<file path="src/rtl/imem_port_arbiter_if.sv">
// Bus bundle between the fetch stage, the loader port, the instruction RAM and the arbiter.
// The arbiter takes the slave view. The environment (requesters plus RAM) takes the master view.
interface imem_port_arbiter_if #(
  parameter int AW = 10
);
  logic          f_req_valid;
  logic          f_req_ready;
  logic [31:0]   f_req_addr;
  logic          f_rsp_valid;
  logic [31:0]   f_rsp_data;
  logic          f_rsp_err;

  logic          l_req_valid;
  logic          l_req_ready;
  logic          l_req_we;
  logic [31:0]   l_req_addr;
  logic [31:0]   l_req_wdata;
  logic          l_rsp_valid;
  logic [31:0]   l_rsp_data;
  logic          l_rsp_err;

  logic          mem_en;
  logic          mem_we;
  logic [AW-1:0] mem_addr;
  logic [31:0]   mem_wdata;
  logic [31:0]   mem_rdata;

  modport slave (
    input  f_req_valid, f_req_addr,
    output f_req_ready, f_rsp_valid, f_rsp_data, f_rsp_err,
    input  l_req_valid, l_req_we, l_req_addr, l_req_wdata,
    output l_req_ready, l_rsp_valid, l_rsp_data, l_rsp_err,
    output mem_en, mem_we, mem_addr, mem_wdata,
    input  mem_rdata
  );

  modport master (
    output f_req_valid, f_req_addr,
    input  f_req_ready, f_rsp_valid, f_rsp_data, f_rsp_err,
    output l_req_valid, l_req_we, l_req_addr, l_req_wdata,
    input  l_req_ready, l_rsp_valid, l_rsp_data, l_rsp_err,
    input  mem_en, mem_we, mem_addr, mem_wdata,
    output mem_rdata
  );
endinterface

</file>
<file path="src/rtl/imem_port_arbiter.sv">
// Shares a single-ported sync-read instruction RAM between fetch (read-only) and the loader.
// The loader has priority, and a burst counter guarantees that fetch is served after MAX_LDR_BURST loader grants.
module imem_port_arbiter #(
  parameter int MEM_DEPTH     = 1024,
  parameter int AW            = 10,
  parameter int MAX_LDR_BURST = 4
) (
  input logic                clk,
  input logic                rst,
  imem_port_arbiter_if.slave bus
);

  typedef enum logic [1:0] {
    OWN_NONE,
    OWN_FETCH,
    OWN_LOADER
  } owner_t;

  localparam logic [3:0] MAX_CNT = 4'(MAX_LDR_BURST);

  owner_t      owner, owner_nxt;
  logic        rsp_err, rsp_err_nxt;
  logic        rsp_wr, rsp_wr_nxt;
  logic [3:0]  starv_cnt, starv_cnt_nxt;
  logic        grant_f, grant_l;
  logic [31:0] gnt_addr;
  logic        addr_err;

  function automatic logic bad_addr(input logic [31:0] a);
    return (a[1:0] != 2'b00) || ({2'b00, a[31:2]} >= 32'(MEM_DEPTH));
  endfunction

  always_ff @(posedge clk or posedge rst) begin
    if (rst) begin
      owner     <= OWN_NONE;
      rsp_err   <= 1'b0;
      rsp_wr    <= 1'b0;
      starv_cnt <= '0;
    end else begin
      owner     <= owner_nxt;
      rsp_err   <= rsp_err_nxt;
      rsp_wr    <= rsp_wr_nxt;
      starv_cnt <= starv_cnt_nxt;
    end
  end

  always_comb begin
    grant_l       = bus.l_req_valid && (!bus.f_req_valid || (starv_cnt < MAX_CNT));
    grant_f       = bus.f_req_valid && !grant_l;
    gnt_addr      = grant_l ? bus.l_req_addr : bus.f_req_addr;
    addr_err      = bad_addr(gnt_addr);

    bus.f_req_ready = grant_f;
    bus.l_req_ready = grant_l;
    bus.mem_en      = (grant_l || grant_f) && !addr_err;
    bus.mem_we      = bus.mem_en && grant_l && bus.l_req_we;
    bus.mem_addr    = bus.mem_en ? gnt_addr[AW+1:2] : '0;
    bus.mem_wdata   = (bus.mem_en && grant_l) ? bus.l_req_wdata : '0;

    owner_nxt   = OWN_NONE;
    rsp_err_nxt = 1'b0;
    rsp_wr_nxt  = 1'b0;
    if (grant_l) begin
      owner_nxt   = OWN_LOADER;
      rsp_err_nxt = addr_err;
      rsp_wr_nxt  = bus.l_req_we;
    end else if (grant_f) begin
      owner_nxt   = OWN_FETCH;
      rsp_err_nxt = addr_err;
    end

    // The counter only tracks loader grants that occur while fetch is actually waiting.
    starv_cnt_nxt = starv_cnt;
    if (!bus.f_req_valid || grant_f) begin
      starv_cnt_nxt = '0;
    end else if (grant_l && (starv_cnt < MAX_CNT)) begin
      starv_cnt_nxt = starv_cnt + 4'd1;
    end
  end

  always_comb begin
    bus.f_rsp_valid = (owner == OWN_FETCH);
    bus.f_rsp_err   = (owner == OWN_FETCH) && rsp_err;
    bus.f_rsp_data  = ((owner == OWN_FETCH) && !rsp_err) ? bus.mem_rdata : '0;
    bus.l_rsp_valid = (owner == OWN_LOADER);
    bus.l_rsp_err   = (owner == OWN_LOADER) && rsp_err;
    bus.l_rsp_data  = ((owner == OWN_LOADER) && !rsp_err && !rsp_wr) ? bus.mem_rdata : '0;
  end

endmodule

</file>
<file path="src/flat_wrapper.sv">
// flat-port wrapper written by rule: the top's interface ports become plain ports
module imem_port_arbiter_flat 
#(
  parameter int MEM_DEPTH     = 1024,
  parameter int AW            = 10,
  parameter int MAX_LDR_BURST = 4
)
  (clk, rst, bus_f_req_valid, bus_f_req_addr, bus_f_req_ready, bus_f_rsp_valid, bus_f_rsp_data, bus_f_rsp_err, bus_l_req_valid, bus_l_req_we, bus_l_req_addr, bus_l_req_wdata, bus_l_req_ready, bus_l_rsp_valid, bus_l_rsp_data, bus_l_rsp_err, bus_mem_en, bus_mem_we, bus_mem_addr, bus_mem_wdata, bus_mem_rdata);
  imem_port_arbiter_if #(.AW(AW)) bus_i ();
  input logic clk;
  input logic rst;
  input wire logic [$bits(bus_i.f_req_valid)-1:0] bus_f_req_valid;
  input wire logic [$bits(bus_i.f_req_addr)-1:0] bus_f_req_addr;
  output wire logic [$bits(bus_i.f_req_ready)-1:0] bus_f_req_ready;
  output wire logic [$bits(bus_i.f_rsp_valid)-1:0] bus_f_rsp_valid;
  output wire logic [$bits(bus_i.f_rsp_data)-1:0] bus_f_rsp_data;
  output wire logic [$bits(bus_i.f_rsp_err)-1:0] bus_f_rsp_err;
  input wire logic [$bits(bus_i.l_req_valid)-1:0] bus_l_req_valid;
  input wire logic [$bits(bus_i.l_req_we)-1:0] bus_l_req_we;
  input wire logic [$bits(bus_i.l_req_addr)-1:0] bus_l_req_addr;
  input wire logic [$bits(bus_i.l_req_wdata)-1:0] bus_l_req_wdata;
  output wire logic [$bits(bus_i.l_req_ready)-1:0] bus_l_req_ready;
  output wire logic [$bits(bus_i.l_rsp_valid)-1:0] bus_l_rsp_valid;
  output wire logic [$bits(bus_i.l_rsp_data)-1:0] bus_l_rsp_data;
  output wire logic [$bits(bus_i.l_rsp_err)-1:0] bus_l_rsp_err;
  output wire logic [$bits(bus_i.mem_en)-1:0] bus_mem_en;
  output wire logic [$bits(bus_i.mem_we)-1:0] bus_mem_we;
  output wire logic [$bits(bus_i.mem_addr)-1:0] bus_mem_addr;
  output wire logic [$bits(bus_i.mem_wdata)-1:0] bus_mem_wdata;
  input wire logic [$bits(bus_i.mem_rdata)-1:0] bus_mem_rdata;
  assign bus_i.f_req_valid = bus_f_req_valid;
  assign bus_i.f_req_addr = bus_f_req_addr;
  assign bus_f_req_ready = bus_i.f_req_ready;
  assign bus_f_rsp_valid = bus_i.f_rsp_valid;
  assign bus_f_rsp_data = bus_i.f_rsp_data;
  assign bus_f_rsp_err = bus_i.f_rsp_err;
  assign bus_i.l_req_valid = bus_l_req_valid;
  assign bus_i.l_req_we = bus_l_req_we;
  assign bus_i.l_req_addr = bus_l_req_addr;
  assign bus_i.l_req_wdata = bus_l_req_wdata;
  assign bus_l_req_ready = bus_i.l_req_ready;
  assign bus_l_rsp_valid = bus_i.l_rsp_valid;
  assign bus_l_rsp_data = bus_i.l_rsp_data;
  assign bus_l_rsp_err = bus_i.l_rsp_err;
  assign bus_mem_en = bus_i.mem_en;
  assign bus_mem_we = bus_i.mem_we;
  assign bus_mem_addr = bus_i.mem_addr;
  assign bus_mem_wdata = bus_i.mem_wdata;
  assign bus_i.mem_rdata = bus_mem_rdata;
  imem_port_arbiter #(.MEM_DEPTH(MEM_DEPTH), .AW(AW), .MAX_LDR_BURST(MAX_LDR_BURST)) u_core (.clk(clk), .rst(rst), .bus(bus_i));
endmodule
</file>
<file path="config.mk">
export PLATFORM = sky130hd
export DESIGN_NAME = imem_port_arbiter_flat
export DESIGN_NICKNAME = d
export VERILOG_FILES = /design/src/rtl/imem_port_arbiter_if.sv /design/src/rtl/imem_port_arbiter.sv /design/src/flat_wrapper.sv
export SDC_FILE = /design/constraint.sdc
export NUM_CORES = 1
export LEC_CHECK = 0
export CAP_MARGIN = 40
export CELL_PAD_IN_SITES_DETAIL_PLACEMENT = 0
export CELL_PAD_IN_SITES_GLOBAL_PLACEMENT = 1
export CORE_UTILIZATION = 10
export DETAILED_ROUTE_END_ITERATION = 6
export PLACE_DENSITY = 0.77
export SLEW_MARGIN = 20
export SYNTH_ARGS = -nofsm -noshare
export SYNTH_HDL_FRONTEND = slang
export SYNTH_SLANG_ARGS = --single-unit
export TNS_END_PERCENT = 100
</file>
<file path="constraint.sdc">
create_clock -name clk -period 2 [get_ports clk]
set_input_delay 0.4 -clock clk [delete_from_list [all_inputs] [get_ports clk]]
set_output_delay 0.4 -clock clk [all_outputs]
set_load 0.01 [all_outputs]
</file>
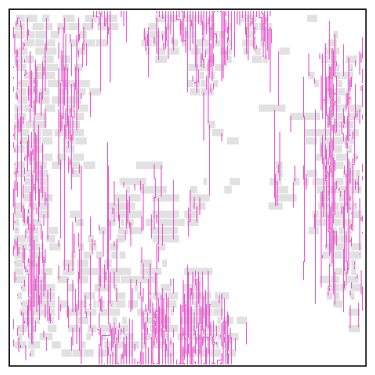
Run 1: the metal 2 layer
Drawn at 3 px/µm.
share of all routed wire: 55%
longest straight run: 66.0 µm
wire length on this layer: 5280 µm
main direction: vertical
nets with wire on the layer: 560

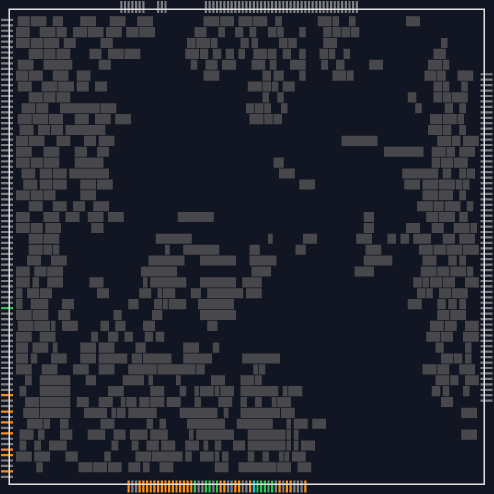
Run 1: pin map
Drawn at 4 px/µm. Pins as bars across the die edge, other pins in grey.
[cyan] bus_mem_en | pins: 1 | direction: output | edge: bottom
[green] bus_mem_addr | pins: 10 | direction: output | edge: 9 bottom, 1 left
[orange] bus_f_req_addr | pins: 32 | direction: input | edge: 25 bottom, 7 left

==> qor.csv, run 1 <==
stage,metric,value,unit
run_status,status,finished with violations,
run_status,failing checks,negative setup slack,
clock_network,# hold bufs at CTS,0,
synthesis,count of different cell masters after synthesis,24,
place,Port Buf Inserts,246,
critical_path,worst reg-to-reg setup slack,360,ps
routing,DRC,0,
synthesis,Synth top cell by count,and2_1,
clock_network,CTS Buf Count,3,
floorplan,Die X,118,µm
global_routing,vias in the first global route,2644,
final_timing,FMAX,424,MHz
synthesis,sequential area share after synthesis,14.8,%
synthesis,synthesis-stage register bit count,8,
critical_path,Critical R2R Capture,u_core.rsp_err,
pwr,switch share,25.1,%
pwr,Comb pwr share,49.5,%
pwr,Int Pwr,0.751,mW
flow_run,MaxCap Viol Count,0,
routing,DR WL/cell,14.4,µm
synthesis,"Avg Cell Area, Syn",7.17,µm²
routing,Routed Wire Length,9.57,mm
critical_path,Setup CP Type,in -> out,
pwr,leakage power,2.53,nW
final_timing,Final WS setup,-361,ps
floorplan,floorplan utilization,10.2,%
critical_path,Critical Path Sink Type,output port,
synthesis,"Primary FF master, synth",dfrtp_1,
critical_path,R2R depth,9,
global_routing,GR Util met3,3.04,%
synthesis,Syn Std Cell Area,1360,µm²
routing,post-route ant nets,0,
synthesis,synth cell count leaders,"100 x and2_1, 23 x nand2_1, 12 x clkbuf_1",
final_timing,period utilization,118,%
routing,routed via count,2527,
global_routing,initial antenna violation count,0,
global_routing,largest net degree at the start of global routing,17,
global_routing,Most Crowded Layer GR,met2,
place,hpwl dp,7.01,mm
flow_run,Log Warnings,29,
pwr,Pwr per Cell Area,203,nW/µm²
critical_path,worst endpoint required time,1600,ps
synthesis,Mapped Cells,189,
routing,via/cell ratio,3.81,
pwr,sequential power share,17.7,%
clock_network,Clock transition at path regs,40,ps
synthesis,post-synth net total,323,
clock_network,CTS root buf,clkbuf_16,
critical_path,CP Launch Type,primary input,
synthesis,"top cells, area","and2_1 46%, dfrtp_1 15%, a221oi_2 10%",
synthesis,Synth Warn #,0,
pwr,total power draw,1.00,mW
hold_path,Hold Path Class,in -> async,
synthesis,Yosys chip area,1360,µm²
clock_network,CTS tree,built,
routing,DR iter-0 viols,44,
critical_path,Critical R2R Launch,u_core.starv_cnt[2],
pwr,Clk pwr share,32.8,%
synthesis,Yosys Instances,189,
global_routing,GR Overflow Total,0,
finish,Post-Layout Inst Area,4940,µm²
final_timing,# setup viols final,45,
final_timing,worst hold slack,433,ps
synthesis,"EDFF count, synth",0,
place,Placed Area,4320,µm²
global_routing,met2 Resource Use GR,25.6,%
place,Placer Congestion,0.796,
clock_network,CTS sink cnt,8,
pwr,peak supply drop,0.181,mV
finish,n_diodes,0,
clock_network,Bufs on Longest Clock Path,2,
synthesis,leading area contributor after synthesis,and2_1,
pwr,switching power,0.252,mW
clock_network,Late-Pin Clk Latency,230,ps
final_timing,RSZ-0062 raised after global routing,yes,
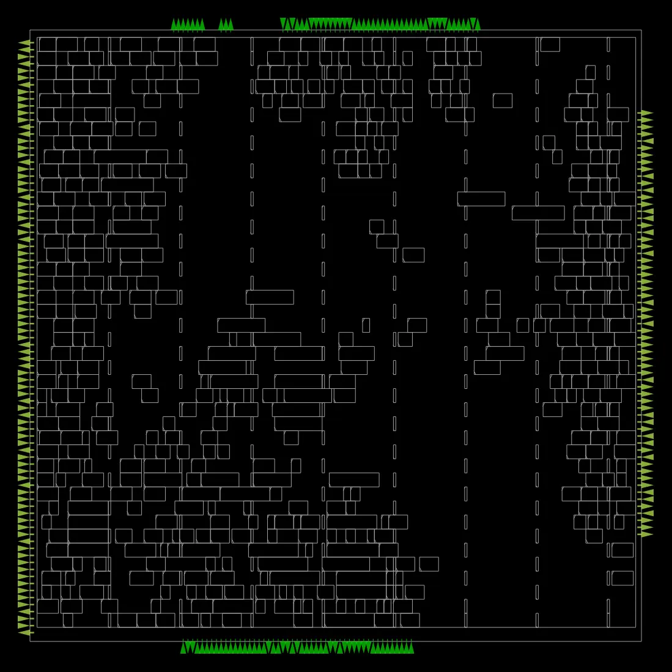
Run 1: placement view
sequential cell area share: 4.06%
FP Rows: 42
Filler Cell Count: 1364
core area: 13200 µm²
Final Non-Filler Cells: 663

-- run 1: routing by layer --
| metal | vias to the layer above | part of all wire, % |
|---|---|---|
| li1 | 1224 | - |
| met1 | 1143 | 35 |
| met2 | 156 | 55 |
| met3 | 4 | 8.6 |
| met4 | 0 | 0.78 |
| met5 | - | 0 |
-- run 1: cell type report --
class	count	area, µm²
Fill cell	1364	8310
Timing Repair Buffer	309	2970
Multi-Input combinational cell	165	1460
Tap cell	176	220
Sequential cell	8	200
Clock buffer	3	75.1
Inverter	2	10.0
-- run 1: layout by cell type, fill, tap and decap left out, types with 2 or more instances in the layout --
cell type,instances
and3_1,2
nand2_2,2
and2_1,49
a221oi_4,9
nand4_1,2
clkdlybuf4s15_1,6
nor2b_4,3
buf_16,5
nor2_1,4
dlygate4sd2_1,11
nand2_1,21
nor4_4,5
buf_2,61
nor4_2,5
dfrtp_1,8
clkdlybuf4s50_1,90
and2_4,51
buf_12,8
buf_6,88
buf_4,19
clkbuf_2,16
clkbuf_16,6
-- run 1: how the worst max path moves through the flow --
| stage | endpoint | slack (ps) | depth (start not counted) |
|---|---|---|---|
| CTS | bus_mem_addr[4] | -470 | 7 |
| global route | bus_mem_addr[3] | -460 | 7 |
| global placement | bus_mem_addr[8] | -1080 | 7 |
| finish | bus_mem_addr[3] | -360 | 7 |
| floorplan | bus_mem_addr[0] | -20 | 5 |
| detailed placement | bus_mem_addr[4] | -1150 | 7 |
-- run 1: power groups by stage --
stage	logic, mW	registers, mW	clock network, mW
3_5_place_dp	0.472	0.177	0
6_report	0.497	0.177	0.329
2_1_floorplan	0.0975	0.174	0
3_3_place_gp	0.466	0.176	0
5_1_grt	0.530	0.178	0.344
4_1_cts	0.469	0.178	0.334
-- run 1: per-stage QoR --
stage	TNS [ps]	std cells	worst slack (ps)	utilization, %
6_report	-12170	663	-361	37.3
3_3_place_gp	-48890	617	-1080	32.7
2_1_floorplan	-47.9	189	-19.6	-
4_1_cts	-14470	648	-466	35.9
3_5_place_dp	-52810	617	-1150	32.7
5_1_grt	-16570	663	-457	37.3
-- run 1: cell families after synthesis --
logic type               Yosys count  share of synthesized area [%]
AND-OR/OR-AND                     12                           11.4
flip-flops                         8                           14.8
AND/OR/NAND/NOR                  150                           66.9
XOR/XNOR                           1                          0.646
adder cells (fa/ha/maj)            1                          0.923
buffers and inverters             16                           5.08
other                              1                          0.277
-- run 1: registers in the layout (all words and copies together) (netlist names) --
name,flops
u_core.starv_cnt,4
u_core.owner,2
u_core.rsp_err,1
u_core.rsp_wr,1
-- run 1: critical path: stages --
cell and delay (ps):
buf_6 100, nor4_4 250, nand4_1 160, or3_4 430, buf_12 180, a221oi_4 270, buf_2 180
-- run 1: what timing repair did --
action                                  4_1_cts  5_1_grt
endpoints found under the setup margin      111      111
gates resized                               592      143
pin swaps                                    46       30
gates cloned                                 10        3
setup buffers                                18       15
Run 1, signal wires by layer:
Drawn at 3 px/µm. Two of the layers only.
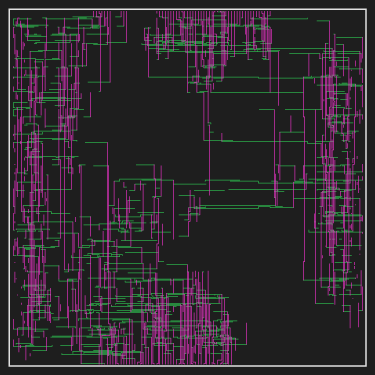

==> run 1 -> run 2 <==
ABC_AREA = 1   (was default)
PLACE_DENSITY = 0.83   (was 0.77)
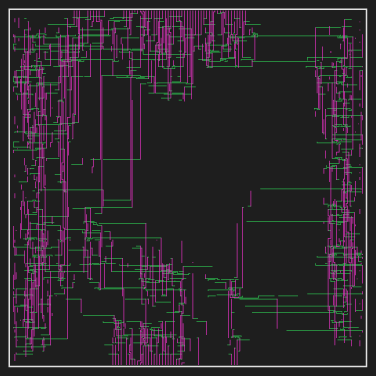
Run 2: signal wires by layer
Drawn at 3 px/µm. Two of the layers only.
[magenta] metal 2 | wire length: 4370 µm
[green] metal 1 | wire length: 2540 µm

==> qor.csv, run 2 <==
stage,metric,value,unit,change
run_status,status,finished with violations,,unchanged
run_status,failing checks,negative setup slack,,unchanged
finish,final net count,690,,was 623
place,Port Buf Inserts,246,,unchanged
final_timing,RSZ-0062 raised after global routing,yes,,unchanged
pwr,leakage power,2.55,nW,was 2.53 nW
global_routing,vias in the first global route,2581,,was 2644
routing,routed via count,2609,,was 2527
global_routing,initial antenna violation count,0,,unchanged
critical_path,Critical R2R Capture,u_core.rsp_err,,unchanged
pwr,sequential power share,18.0,%,was 17.7%
final_timing,Final WS setup,-115,ps,was -361 ps
synthesis,Synth top cell by count,nor2_1,,was and2_1
routing,WL met2,4.37,mm,was 5.28 mm
synthesis,Synth Warn #,0,,unchanged
routing,via/cell ratio,3.57,,was 3.81
flow_run,MaxCap Viol Count,0,,unchanged
synthesis,Mapped Cells,281,,was 189
critical_path,R2R depth,9,,unchanged
finish,Largest regs,"u_core.starv_cnt: 4 flops, u_core.owner: 2 flops",,unchanged
final_timing,# setup viols final,31,,was 45
synthesis,Syn Std Cell Area,1360,µm²,about the same
floorplan,FP Rows,42,,unchanged
clock_network,# hold bufs at CTS,0,,unchanged
pwr,Comb pwr share,48.2,%,was 49.5%
pwr,Clk pwr share,33.8,%,was 32.8%
synthesis,"Primary FF master, synth",dfrtp_1,,unchanged
critical_path,Setup CP Type,in -> out,,unchanged
synthesis,"Avg Cell Area, Syn",4.84,µm²,was 7.17 µm²
critical_path,worst reg-to-reg setup slack,600,ps,was 360 ps
clock_network,CTS tree,built,,unchanged
final_timing,period utilization,106,%,was 118%
finish,largest reg by FF count,u_core.starv_cnt,,unchanged
pwr,switching power,0.243,mW,was 0.252 mW
clock_network,CTS Buf Count,3,,unchanged
finish,Filler Cell Count,1410,,was 1364
critical_path,crit path to,bus_mem_wdata[31],,was bus_mem_addr[3]
flow_run,Log Warnings,28,,was 29
clock_network,Clock transition at path regs,30,ps,was 40 ps
critical_path,Critical R2R Launch,u_core.starv_cnt[2],,unchanged
synthesis,leading area contributor after synthesis,nor2_1,,was and2_1
floorplan,floorplan utilization,10.3,%,was 10.2%
clock_network,Late-Pin Clk Latency,230,ps,about the same
synthesis,post-synth net total,415,,was 323
synthesis,Yosys Instances,281,,was 189
synthesis,synth cell count leaders,"131 x nor2_1, 80 x inv_1, 19 x nand2_1",,"was 100 x and2_1, 23 x nand2_1, 12 x clkbuf_1"
routing,DR WL/cell,10.7,µm,was 14.4 µm
synthesis,"top cells, area","nor2_1 36%, inv_1 22%, dfrtp_1 15%",,"was and2_1 46%, dfrtp_1 15%, a221oi_2 10%"
floorplan,core area,13200,µm²,unchanged
floorplan,DIE AREA,14100,µm²,was 14000 µm²
routing,post-route ant nets,0,,unchanged
final_timing,worst hold slack,421,ps,was 433 ps
finish,most frequent logic cell in the layout,nor2_1,,was clkdlybuf4s50_1
hold_path,Hold Path Class,in -> async,,unchanged
routing,DRC,0,,unchanged
pwr,total power draw,0.964,mW,was 1.00 mW
critical_path,worst endpoint required time,1600,ps,about the same
final_timing,Total Neg Setup Slack,-1490,ps,was -12170 ps
synthesis,Yosys chip area,1360,µm²,about the same
synthesis,"EDFF count, synth",0,,unchanged
place,hpwl dp,6.43,mm,was 7.01 mm
pwr,peak supply drop,0.227,mV,was 0.181 mV
place,Placer Congestion,0.724,,was 0.796
routing,DR iter-0 viols,33,,was 44
routing,routed wl met3,843,µm,was 819 µm
routing,routed metal-1 wire length,2.54,mm,was 3.39 mm
finish,max FFs per register,4,,unchanged
clock_network,CTS sink cnt,8,,unchanged
finish,most frequent cells in the layout,"103 x nor2_1, 91 x clkdlybuf4s50_1, 79 x inv_1, 74 x dlygate4sd2_1, 27 x buf_2",,"was 90 x clkdlybuf4s50_1, 88 x buf_6, 61 x buf_2, 51 x and2_4, 49 x and2_1"
pwr,switch share,25.2,%,was 25.1%
synthesis,synthesis-stage register bit count,8,,unchanged
routing,Max Used Layer,met4,,unchanged
synthesis,sequential area share after synthesis,14.7,%,was 14.8%
global_routing,largest net degree at the start of global routing,32,,was 17
critical_path,CP Launch Type,primary input,,unchanged
pwr,Int Pwr,0.721,mW,was 0.751 mW
routing,Routed Wire Length,7.80,mm,was 9.57 mm
finish,n_diodes,0,,unchanged
==> run 2: netlist changes by cell type after synthesis, moves of 6 or more <==
cell | before | now
a221oi_2 | 9 | 0
and2_1 | 100 | 0
inv_1 | 2 | 80
mux2i_1 | 0 | 10
nor2_1 | 5 | 131
nor2_2 | 0 | 10
nor4_1 | 6 | 0
==> run 2: area by class of cell <==
cell class	instances	area, µm²	area share [%]
clock buffers	3	75.1	1.68
inverters	81	307	6.85
multi-input cells	181	1010	22.5
flip-flops and latches	8	200	4.47
well taps	176	220	4.92
repair buffers	281	2670	59.6
==> run 2: worst min-delay path by stage <==
stage / startpoint / end / slack, ps / cells after the start
3_5_place_dp: u_core.starv_cnt[0] / u_core.starv_cnt[0] / 440 / 1
5_1_grt: rst / u_core.starv_cnt[0] / 470 / 2
4_1_cts: rst / u_core.starv_cnt[0] / 440 / 2
6_report: rst / u_core.starv_cnt[2] / 420 / 2
3_3_place_gp: u_core.starv_cnt[0] / u_core.starv_cnt[0] / 420 / 1
2_1_floorplan: rst / u_core.owner[0] / 220 / 1
==> run 2: power by group through the flow <==
stage | clock network, mW | logic (mW) | registers [mW]
3_5_place_dp | 0 | 0.493 | 0.175
3_3_place_gp | 0 | 0.488 | 0.175
2_1_floorplan | 0 | 0.121 | 0.174
5_1_grt | 0.340 | 0.506 | 0.175
4_1_cts | 0.330 | 0.463 | 0.174
6_report | 0.326 | 0.464 | 0.174
==> run 2: cell families (layout without fill, tap and decap cells) <==
kind of cell             count (synthesis)  in the layout  share of synthesized area [%]
multiplexers                            10             10                           7.36
adder cells (fa/ha/maj)                  1              1                          0.920
AND/OR/NAND/NOR                        166            166                           49.1
XOR/XNOR                                 1              1                          0.644
other                                    1              1                          0.276
buffers and inverters                   92            365                           26.2
AND-OR/OR-AND                            2              2                          0.735
flip-flops                               8              8                           14.7
==> run 2: critical path, cell delays in order <==
cell and delay, ps:
dlygate4sd2_1 230, nor2_1 120, nand2_1 80, nor2_2 150, nand3_4 130, buf_12 160, buf_16 130, buf_6 110
nor2_4 90, buf_6 100
==> run 2: metal layers <==
layer	vias up	GRT usage [%]
met5	-	0
met4	0	1.66
met3	2	2.41
met2	173	23.0
met1	1119	9.79
li1	1315	-
==> run 2: timing repair <==
action                     CTS  global route
resized                    362            67
pin swaps                   13             9
buffers inserted             8             4
setup endpoints to repair  109            60
cloned                       4             0
==> run 2: per-stage QoR <==
| step | cells | utilization, % | setup WS, ps | area [µm²] |
|---|---|---|---|---|
| floorplan | 281 | - | 367 | 1360 |
| detailed placement | 714 | 31.8 | -728 | 4210 |
| global placement | 714 | 31.8 | -689 | 4210 |
| global route | 730 | 33.8 | -220 | 4480 |
| finish | 730 | 33.8 | -115 | 4480 |
| CTS | 728 | 32.7 | -192 | 4340 |
Power is estimated from default activity; no workload was simulated.
